File: src/rtl/riscv_pkg.sv
`default_nettype none
// ============================================================================
// Module      : riscv_pkg
// Description : Shared constants and helpers for the hazard scoreboard.
// Revision    : 1.0 - initial release
// ============================================================================
package riscv_pkg;

    localparam int FWD_NONE         = 0;
    localparam int DEF_NUM_FWD      = 2;
    localparam int DEF_LOP_DEPTH    = 2;
    localparam int DEF_FLUSH_CYCLES = 1;

    // Width of a forward select able to encode "none" plus one code per stage.
    function automatic int fwd_sel_w(input int num_fwd);
        return (num_fwd < 1) ? 1 : $clog2(num_fwd + 1);
    endfunction

endpackage
`default_nettype wire

File: src/rtl/hazard_lop_tracker.sv
`default_nettype none
// ============================================================================
// Module      : hazard_lop_tracker
// Description : Pending-register vector and outstanding counter for long ops.
// Revision    : 1.0 - initial release
// ============================================================================
module hazard_lop_tracker #(
    parameter int LOP_DEPTH = 2
) (
    input  logic       clk_i,
    input  logic       rst_i,
    input  logic       lop_issue_i,
    input  logic [4:0] lop_rd_i,
    input  logic       lop_done_i,
    input  logic [4:0] lop_done_rd_i,
    input  logic [4:0] rs1D_i,
    input  logic [4:0] rs2D_i,
    input  logic       rs1_used_i,
    input  logic       rs2_used_i,
    output logic       sb_hit_o,
    output logic       struct_stall_o,
    output logic       sb_err_o
);

    localparam int             CW     = $clog2(LOP_DEPTH + 1);
    localparam logic [CW-1:0]  c_full = CW'(LOP_DEPTH);

    logic [31:0]   r_pending;
    logic [CW-1:0] r_outstanding;
    logic          r_err;

    logic          w_full;
    logic          w_issue_ok;
    logic          w_done_ok;
    logic [1:0][4:0] w_src;
    logic [1:0]    w_used;

    assign w_full         = (r_outstanding == c_full);
    assign w_issue_ok     = lop_issue_i && (lop_rd_i != 5'd0) && !w_full;
    assign w_done_ok      = lop_done_i && (r_outstanding != '0) && r_pending[lop_done_rd_i];
    assign struct_stall_o = lop_issue_i && w_full;
    assign sb_err_o       = r_err;

    assign w_src  = {rs2D_i, rs1D_i};
    assign w_used = {rs2_used_i, rs1_used_i};

    // A register retiring this cycle no longer blocks; one issuing this cycle already does.
    always_comb begin
        sb_hit_o = 1'b0;
        for (int s = 0; s < 2; s++) begin
            if (w_used[s] && (w_src[s] != 5'd0) &&
                ((r_pending[w_src[s]] && !(w_done_ok && (lop_done_rd_i == w_src[s]))) ||
                 (lop_issue_i && (lop_rd_i == w_src[s])))) begin
                sb_hit_o = 1'b1;
            end
        end
    end

    always_ff @(posedge clk_i or posedge rst_i) begin
        if (rst_i) begin
            r_pending     <= '0;
            r_outstanding <= '0;
            r_err         <= 1'b0;
        end else begin
            // Clear before set so a same-register issue keeps the bit.
            r_pending <= (r_pending & ~(w_done_ok  ? (32'd1 << lop_done_rd_i) : 32'd0))
                                    |  (w_issue_ok ? (32'd1 << lop_rd_i)      : 32'd0);
            case ({w_issue_ok, w_done_ok})
                2'b10:   r_outstanding <= r_outstanding + CW'(1);
                2'b01:   r_outstanding <= r_outstanding - CW'(1);
                default: r_outstanding <= r_outstanding;
            endcase
            if (lop_done_i && !w_done_ok) begin
                r_err <= 1'b1;
            end
        end
    end

endmodule
`default_nettype wire

File: src/rtl/hazard_scoreboard.sv
`default_nettype none
// ============================================================================
// Module      : hazard_scoreboard
// Description : Forwarding, load-use, long-op scoreboard and flush control.
//               HAZARD_SCOREBOARD_PERF_EN enables the stall/flush counters.
// Revision    : 1.0 - initial release
// ============================================================================
module hazard_scoreboard
    import riscv_pkg::*;
#(
    parameter int NUM_FWD      = DEF_NUM_FWD,
    parameter int LOP_DEPTH    = DEF_LOP_DEPTH,
    parameter int FLUSH_CYCLES = DEF_FLUSH_CYCLES
) (
    input  logic                              clk_i,
    input  logic                              rst_i,
    input  logic [4:0]                        rs1D_i,
    input  logic [4:0]                        rs2D_i,
    input  logic                              rs1_used_i,
    input  logic                              rs2_used_i,
    input  logic [NUM_FWD-1:0][4:0]           rd_fwd_i,
    input  logic [NUM_FWD-1:0]                wr_ena_fwd_i,
    input  logic                              load_e_i,
    input  logic                              lop_issue_i,
    input  logic [4:0]                        lop_rd_i,
    input  logic                              lop_done_i,
    input  logic [4:0]                        lop_done_rd_i,
    input  logic                              branch_tkn_i,
    output logic                              stall_o,
    output logic                              pc_en_o,
    output logic                              flush_o,
    output logic [fwd_sel_w(NUM_FWD)-1:0]     forwardA_o,
    output logic [fwd_sel_w(NUM_FWD)-1:0]     forwardB_o,
    output logic                              sb_err_o,
    output logic [31:0]                       stall_cnt_o,
    output logic [31:0]                       flush_cnt_o
);

    localparam int             FW          = fwd_sel_w(NUM_FWD);
    localparam int             FCW         = (FLUSH_CYCLES > 0) ? $clog2(FLUSH_CYCLES + 1) : 1;
    localparam logic [FCW-1:0] c_flush_len = FCW'(FLUSH_CYCLES);

    logic           w_load_use;
    logic           w_sb_hit;
    logic           w_struct;
    logic [FCW-1:0] r_flush_cnt;

    // Scan oldest to youngest so the youngest matching stage overrides.
    always_comb begin
        forwardA_o = FW'(FWD_NONE);
        forwardB_o = FW'(FWD_NONE);
        for (int k = NUM_FWD - 1; k >= 0; k--) begin
            if (wr_ena_fwd_i[k] && (rd_fwd_i[k] != 5'd0)) begin
                if (rs1_used_i && (rs1D_i == rd_fwd_i[k])) forwardA_o = FW'(k + 1);
                if (rs2_used_i && (rs2D_i == rd_fwd_i[k])) forwardB_o = FW'(k + 1);
            end
        end
    end

    assign w_load_use = load_e_i && wr_ena_fwd_i[0] && (rd_fwd_i[0] != 5'd0) &&
                        ((rs1_used_i && (rs1D_i == rd_fwd_i[0])) ||
                         (rs2_used_i && (rs2D_i == rd_fwd_i[0])));

    hazard_lop_tracker #(
        .LOP_DEPTH      (LOP_DEPTH)
    ) u_lop_tracker (
        .clk_i          (clk_i),
        .rst_i          (rst_i),
        .lop_issue_i    (lop_issue_i),
        .lop_rd_i       (lop_rd_i),
        .lop_done_i     (lop_done_i),
        .lop_done_rd_i  (lop_done_rd_i),
        .rs1D_i         (rs1D_i),
        .rs2D_i         (rs2D_i),
        .rs1_used_i     (rs1_used_i),
        .rs2_used_i     (rs2_used_i),
        .sb_hit_o       (w_sb_hit),
        .struct_stall_o (w_struct),
        .sb_err_o       (sb_err_o)
    );

    always_ff @(posedge clk_i or posedge rst_i) begin
        if (rst_i) begin
            r_flush_cnt <= '0;
        end else if (branch_tkn_i) begin
            r_flush_cnt <= c_flush_len;
        end else if (r_flush_cnt != '0) begin
            r_flush_cnt <= r_flush_cnt - FCW'(1);
        end
    end

    assign flush_o = (r_flush_cnt != '0) || branch_tkn_i;
    assign stall_o = (w_load_use || w_sb_hit || w_struct) && !flush_o;
    assign pc_en_o = !stall_o;

`ifdef HAZARD_SCOREBOARD_PERF_EN
    logic [31:0] r_stall_cnt;
    logic [31:0] r_flush_evt;

    always_ff @(posedge clk_i or posedge rst_i) begin
        if (rst_i) begin
            r_stall_cnt <= '0;
            r_flush_evt <= '0;
        end else begin
            if (stall_o)      r_stall_cnt <= r_stall_cnt + 32'd1;
            if (branch_tkn_i) r_flush_evt <= r_flush_evt + 32'd1;
        end
    end

    assign stall_cnt_o = r_stall_cnt;
    assign flush_cnt_o = r_flush_evt;
`else
    assign stall_cnt_o = '0;
    assign flush_cnt_o = '0;
`endif

endmodule
`default_nettype wire

File: config.mk
export PLATFORM = sky130hd
export DESIGN_NAME = hazard_scoreboard
export DESIGN_NICKNAME = d
export VERILOG_FILES = /design/src/rtl/riscv_pkg.sv /design/src/rtl/hazard_lop_tracker.sv /design/src/rtl/hazard_scoreboard.sv
export SDC_FILE = /design/constraint.sdc
export NUM_CORES = 1
export LEC_CHECK = 0
export CAP_MARGIN = 20
export CELL_PAD_IN_SITES_DETAIL_PLACEMENT = 1
export CELL_PAD_IN_SITES_GLOBAL_PLACEMENT = 2
export CORE_MARGIN = 2
export CORE_UTILIZATION = 25
export CTS_BUF_LIST = sky130_fd_sc_hd__clkbuf_16
export CTS_CLUSTER_SIZE = 20
export DETAILED_ROUTE_END_ITERATION = 10
export GPL_TIMING_DRIVEN = 0
export PLACE_DENSITY = 0.87
export SLEW_MARGIN = 15
export SYNTH_ARGS = -nofsm -noshare
export SYNTH_HDL_FRONTEND = slang
export SYNTH_HIERARCHICAL = 1
export SYNTH_SLANG_ARGS = --single-unit
File: constraint.sdc
create_clock -name clk_i -period 2.5 [get_ports clk_i]
set_input_delay 0.5 -clock clk_i [delete_from_list [all_inputs] [get_ports clk_i]]
set_output_delay 0.5 -clock clk_i [all_outputs]
set_load 0.02 [all_outputs]
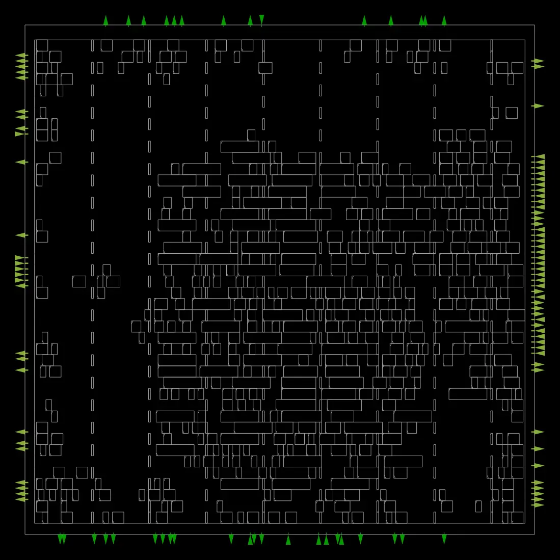
Fig. 1. Placed standard cells (run 1).
non-filler cells in the finished layout: 685
n_taps: 180
layout filler cell count: 1,668
final core utilization: 33.9%
Flops: 36

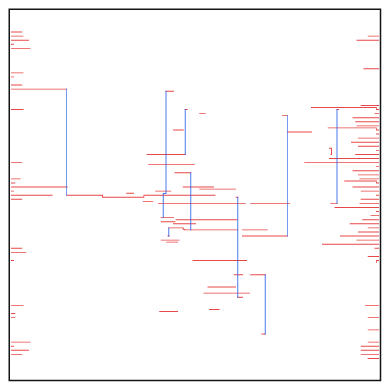
Fig. 2. Signal wires by layer (run 1).
Scale: 3 px per µm. Only two layers are drawn.
legend:
  met3:
    color: red
    wire_length: 804 µm
  met4:
    color: blue
    wire_length: 240 µm

==> notes.md, run 1 <==
Latest figures from synthesis and place and route.

After synthesis, the mean cell area works out to roughly 9.1 µm². The clock net sink count is 36. The post-synthesis async set-or-reset flop share is 100%.

The final weighted congestion recorded by global placement is approximately 0.86. The final reports fail on setup timing. Per the OpenROAD floorplan log, the area of the core is about 14,000 µm².

The final timing report gives a worst setup slack of -0.546 ns. Summing all non-filler instances in the final layout gives an area of around 4700 µm². The kind of critical path is flip-flop to primary output. The final setup violation count is 3.

The worst setup path is launched from a flip-flop. The share of Yosys cell area claimed by the top area cell type is between 20% and 30%. The count of endpoints failing hold in the final timing report is 0.

The destination of the worst register-to-register timing path is u_lop_tracker/r_outstanding[1]$_DFFE_PP0P_. The cell at the root of the clock tree is sky130_fd_sc_hd__clkbuf_16. The via count of the first global-routing pass is between 3k and 4k.

The count of antenna diodes in the layout is 0. The source-to-sink clock delay at the later pin of the worst-skew pair is between 0.2 and 0.3 ns. In this run, synthesis inferred 0 flip-flops with an integrated enable. CTS added clock buffers totalling 5. The run finished, with violations left. In the synthesized netlist the dominant register cell turns out to be sky130_fd_sc_hd__dfrtp_1.
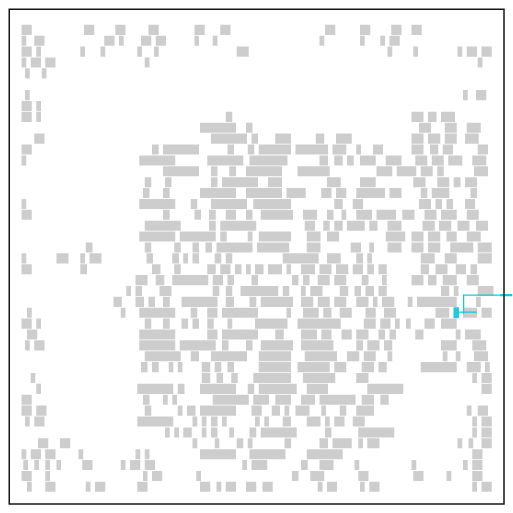
Fig. 3. Port wiring (run 1).
Scale: 4 px per µm.
legend:
  `load_e_i`:
    color: cyan
    direction: input
    end_cells: 1
    buffers: 1
    wire: 19.0 µm

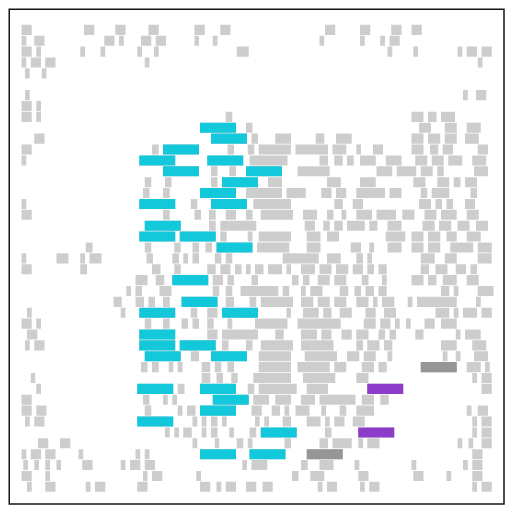
Fig. 4. Register map, names as in the netlist (run 1).
Scale: 4 px per µm. Other sequential cells in the stronger gray, the rest of the logic in the fainter gray.
legend:
  `u_lop_tracker/r_outstanding`:
    color: purple
    placed_flops: 2
  `u_lop_tracker/r_pending`:
    color: cyan
    placed_flops: 32

[run 1: cells by family (layout without fill, tap and decap cells)]
group,after synthesis,count (layout),synth area share (%)
AOI/OAI and AO/OA,78,78,12.6
xor gates and xnor gates,43,43,10.6
adders and majority gates,1,1,0.352
buffers and inverters,88,140,16.7
DFF,36,36,25.3
muxes,37,37,18.1
other,1,64,0.105
and+or+nand+nor,106,106,16.2
[run 1: stage by stage]
| stage | std cells | setup slack, ns | utilization, % | setup TNS [ns] | power [µW] |
|---|---|---|---|---|---|
| 6_report | 685 | -0.546 | 33.9 | -1.04 | 3170 |
| 2_1_floorplan | 453 | -0.160 | - | -0.177 | 1980 |
| 4_1_cts | 685 | -0.598 | 33.9 | -1.13 | 3150 |
| 3_5_place_dp | 673 | -1.76 | 32.3 | -7.05 | 2390 |
| 3_3_place_gp | 673 | -1.74 | 32.3 | -6.71 | 2320 |
| 5_1_grt | 685 | -0.680 | 33.9 | -1.41 | 3370 |
[run 1: timing repair]
action,CTS,global route
endpoints found under the setup margin,7,7
pin swaps,8,4
resized,86,6
hold endpoints to repair,0,0
buffers inserted,4,0
[run 1: cell type report]
type | count | share of cell area, %
buffer | 84 | 13.9
clock buffer | 5 | 2.66
clock inverter | 3 | 0.903
inverter | 4 | 0.319
multi-input combinational | 329 | 49.8
sequential | 36 | 19.1
tap | 180 | 4.78
timing repair buffer | 44 | 8.53
[run 1: worst max-delay path: stages, from the launching register on]
cell	delay [ns]
sky130_fd_sc_hd__dfrtp_1	0.43
sky130_fd_sc_hd__mux4_2	0.48
sky130_fd_sc_hd__mux2_4	0.30
sky130_fd_sc_hd__a211oi_2	0.20
sky130_fd_sc_hd__a31oi_1	0.13
sky130_fd_sc_hd__a22oi_1	0.15
sky130_fd_sc_hd__o21ai_1	0.10
sky130_fd_sc_hd__nor2_2	0.16
sky130_fd_sc_hd__o32a_1	0.18
sky130_fd_sc_hd__buf_6	0.12
[run 1: power breakdown]
group	switching, µW	internal, µW	total [µW]
registers	289	831	1120
clock network	267	469	736
logic	647	672	1320
total	1200	1970	3170
[run 1: metal layers]
layer	global-route usage, %	wire length (µm)	vias up
met4	5.89	239	0
met3	2.91	803	20
met1	19.3	4840	1587
met2	26.8	5670	139
li1	-	-	1499
met5	0	0	-
[run 1: registers in the layout, indices dropped and copies added (netlist names)]
name	cells
u_lop_tracker/sb_err_o	1
r_flush_cnt	1
u_lop_tracker/r_outstanding	2
u_lop_tracker/r_pending	32
Fig. 5: run 1, wire density map
Scale: 3 px per µm. 25 x 25 tiles, from dark blue (low) to red (high), scaled to the fullest tile. Values are wire area over tile area, all layers added.
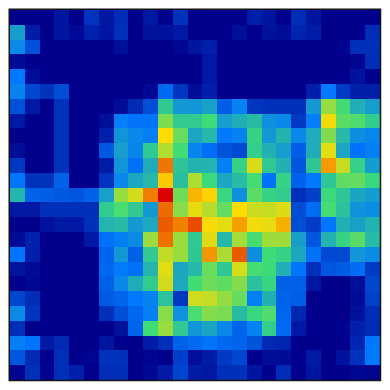

==> run 2, diff against run 1 <==
--- a/config.mk
+++ b/config.mk
@@ -8,14 +8,14 @@
 export CAP_MARGIN = 20
 export CELL_PAD_IN_SITES_DETAIL_PLACEMENT = 1
 export CELL_PAD_IN_SITES_GLOBAL_PLACEMENT = 2
-export CORE_MARGIN = 2
+export CORE_MARGIN = 4
 export CORE_UTILIZATION = 25
 export CTS_BUF_LIST = sky130_fd_sc_hd__clkbuf_16
 export CTS_CLUSTER_SIZE = 20
 export DETAILED_ROUTE_END_ITERATION = 10
-export GPL_TIMING_DRIVEN = 0
+export GPL_TIMING_DRIVEN = 1
 export PLACE_DENSITY = 0.87
-export SLEW_MARGIN = 15
+export SLEW_MARGIN = 20
 export SYNTH_ARGS = -nofsm -noshare
 export SYNTH_HDL_FRONTEND = slang
 export SYNTH_HIERARCHICAL = 1
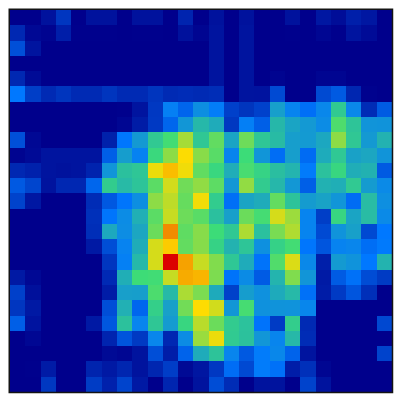
Fig. 6. Wire density map (run 2).
Scale: 3 px per µm. 25 x 25 tiles, from dark blue (low) to red (high), scaled to the fullest tile. Values are wire area over tile area, all layers added.
tiles over half the peak: 11%
mean over tiles: 0.13
nearly empty tiles: 34%
fullest tile: 0.67
emptiest ninth of the die: top left

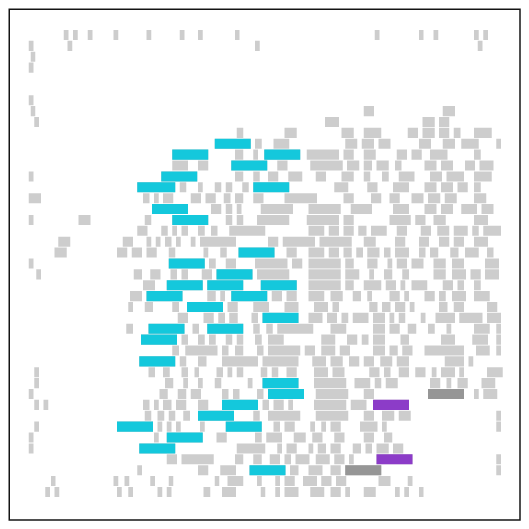
Fig. 7. Register map, names as in the netlist (run 2).
Scale: 4 px per µm. Other sequential cells in the stronger gray, the rest of the logic in the fainter gray.
legend:
  `u_lop_tracker/r_outstanding`:
    color: purple
    placed_flops: 2
  `u_lop_tracker/r_pending`:
    color: cyan
    placed_flops: 32
area taken by flip-flops and latches: 902 µm²
final core utilization: 34.8%
register fraction of the total cell area: 18.6%
power in sequential cells: 1130 µW

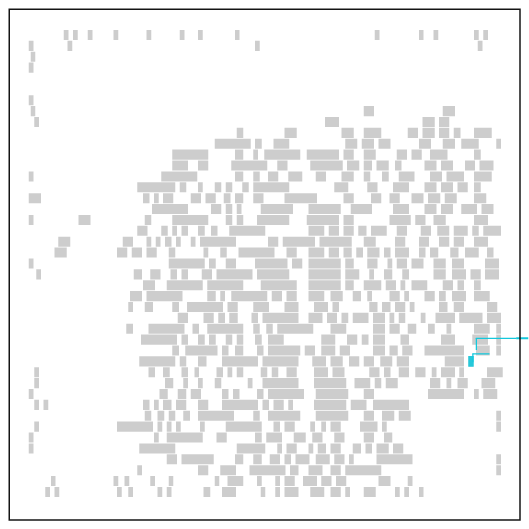
Fig. 8. Port wiring (run 2).
Scale: 4 px per µm.
legend:
  `load_e_i`:
    color: cyan
    direction: input
    end_cells: 1
    buffers: 1
    wire: 19.0 µm
tally of buffers added on design ports: 47
top-level I/O count: 112

==> run 2 against run 1 <==
Net effect: the run still ends with setup timing left; sequential share of layout area is 0.54 points lower; combinational power is 31% higher; clock skew is 0.0012 ns lower; sequential cell count stayed put; sequential power hardly changed; global-route usage is 0.41 points higher; non-clock buffer count is 13 higher; routed wire length is 14% higher; first-iteration DRC count is 63% higher.
==> notes.md, run 2 <==
Latest figures from synthesis and place and route.

The flow ran to the end, but the final reports show violations. The checks that failed: setup timing. The startpoint class of the critical path is an input pin.

The largest register by flop count is u_lop_tracker/r_pending. The share of Yosys cell area claimed by the top area cell type is 25.3% (unchanged). The total power after layout is 3460 µW (+8.9%).

The tally of filler cells in the layout was 1,628 (-2.4%). The worst hold margin is between 0.3 and 0.4 ns. The routability-driven placement congestion ratio is 0.902 (+4.4%). The source-to-sink clock delay at the later pin of the worst-skew pair is 0.28 ns (about the same). The count of antenna diodes in the layout was 0 (unchanged). Looking at the clock tree report, the root buffer type is sky130_fd_sc_hd__clkbuf_16. The largest registers in the layout are u_lop_tracker/r_pending x32, u_lop_tracker/r_outstanding x2. The critical path in this run is classified as input pin to primary output. In the synthesized netlist, the cells that appear most often are 65 x sky130_fd_sc_hd__buf_4, 54 x sky130_fd_sc_hd__o21ai_0, 36 x sky130_fd_sc_hd__dfrtp_1, 31 x sky130_fd_sc_hd__xor2_1, 24 x sky130_fd_sc_hd__nand2_1. The number of nets at the end of the flow is ~560. The number of synthesized flops with an enable pin is 0 (unchanged). The non-filler instance count after layout is 697 (+1.8%).

For the worst reg-to-reg path, the endpoint reported by OpenROAD is u_lop_tracker/sb_err_o$_DFFE_PP0P_. The detailed-router iteration count before antenna repair is 4. The number of flip-flops in the largest register is 32 (unchanged). The core region area is 13,900 µm² (+0.39%). The total CTS buffers was 5 (unchanged). The number of placed instances, taps included is 667 (-0.89%).

The final worst-path setup slack is -0.491 ns (+0.0550 ns). Per the post-CTS timing run, clock transition at the registers of the reported paths is roughly 0.060 ns. The synthesis report lists the most area-consuming cells as sky130_fd_sc_hd__dfrtp_1 25%, sky130_fd_sc_hd__buf_4 14%, sky130_fd_sc_hd__mux4_2 9.5%, sky130_fd_sc_hd__xor2_1 7.6%, sky130_fd_sc_hd__o21ai_0 7.6%.

The clock net sink count is 36 (unchanged). Per STA, the startpoint of the critical path is lop_done_rd_i[0]. The site row count is between 40 and 50. The final setup violation count is 2 (-1).
[run 2: cell count changes in the layout (fill, tap and decap cells not counted), sizes merged]
cell           before  now
buf                90  106
dlymetal6s2s        0    3
clkinv              1    2
bufinv              1    0
clkbuf             13    9
clkinvlp            1    0
dlygate4sd2        10    7
clkdlybuf4s15       3    4
[run 2: how the worst min path moves through the flow]
stage | end | slack (ns) | cells past startpoint
floorplan | r_flush_cnt$_DFF_PP0_ | 0.23 | 1
global placement | u_lop_tracker/sb_err_o$_DFFE_PP0P_ | 0.46 | 1
detailed placement | u_lop_tracker/sb_err_o$_DFFE_PP0P_ | 0.46 | 1
CTS | r_flush_cnt$_DFF_PP0_ | 0.38 | 2
global route | r_flush_cnt$_DFF_PP0_ | 0.41 | 2
finish | r_flush_cnt$_DFF_PP0_ | 0.38 | 2
[run 2: stage by stage]
step           worst slack (ns)  utilization, %  TNS [ns]
2_1_floorplan            -0.160               -    -0.177
3_3_place_gp              -1.48            32.1     -9.06
3_5_place_dp              -1.44            32.1    -10.28
4_1_cts                  -0.491            34.1     -1.04
5_1_grt                  -0.632            34.8     -1.23
6_report                 -0.491            34.8    -0.931
[run 2: final cells by class]
type | instances | area (µm²) | share of cell area, %
Clock inverter | 2 | 7.51 | 0.155
Tap cell | 180 | 225 | 4.64
Sequential cell | 36 | 902 | 18.6
Timing Repair Buffer | 141 | 1190 | 24.5
Inverter | 4 | 15.0 | 0.309
Clock buffer | 5 | 125 | 2.58
Multi-Input combinational cell | 329 | 2390 | 49.2
[run 2: logic make-up after synthesis]
family / Yosys count / share of synthesized area [%]
adders and majority gates: 1 / 0.352
other: 1 / 0.105
muxes: 37 / 18.1
and+or+nand+nor: 106 / 16.2
buffers and inverters: 88 / 16.7
DFF: 36 / 25.3
xor gates and xnor gates: 43 / 10.6
AOI/OAI and AO/OA: 78 / 12.6
[run 2: critical path, cell delays in order]
cell and delay [ns]:
sky130_fd_sc_hd__clkdlybuf4s15_1 0.18, sky130_fd_sc_hd__buf_6 0.14, sky130_fd_sc_hd__mux4_2 0.53, sky130_fd_sc_hd__mux2i_1 0.25, sky130_fd_sc_hd__nor2_1 0.12, sky130_fd_sc_hd__a21oi_2 0.16
sky130_fd_sc_hd__nor2_2 0.08, sky130_fd_sc_hd__o21ai_1 0.15, sky130_fd_sc_hd__nor2_2 0.07, sky130_fd_sc_hd__o32a_1 0.17, sky130_fd_sc_hd__buf_6 0.14
[run 2: layer usage]
layer  vias up  track usage [%]  wire length [µm]
li1       1521                -                 -
met1      1670             19.9              5260
met2       143             28.0              6650
met3        21             2.76               938
met4         0             5.17               340
met5         -                0                 0
[run 2: power breakdown]
part / internal, µW / leakage, µW / total [µW] / switching, µW
sequential: 833 / 0.000431 / 1130 / 296
clock: 357 / 0.0000648 / 600 / 243
combinational: 922 / 0.00161 / 1730 / 805
total: 2110 / 0.00211 / 3460 / 1340
[run 2: timing repair]
action,in CTS,in global routing
setup endpoints to repair,11,6
hold endpoints to repair,0,0
setup buffers,17,6
cloned,1,0
pin swaps,18,10
resized,103,34
No activity file was given, so power comes from the tool's default toggle rates.
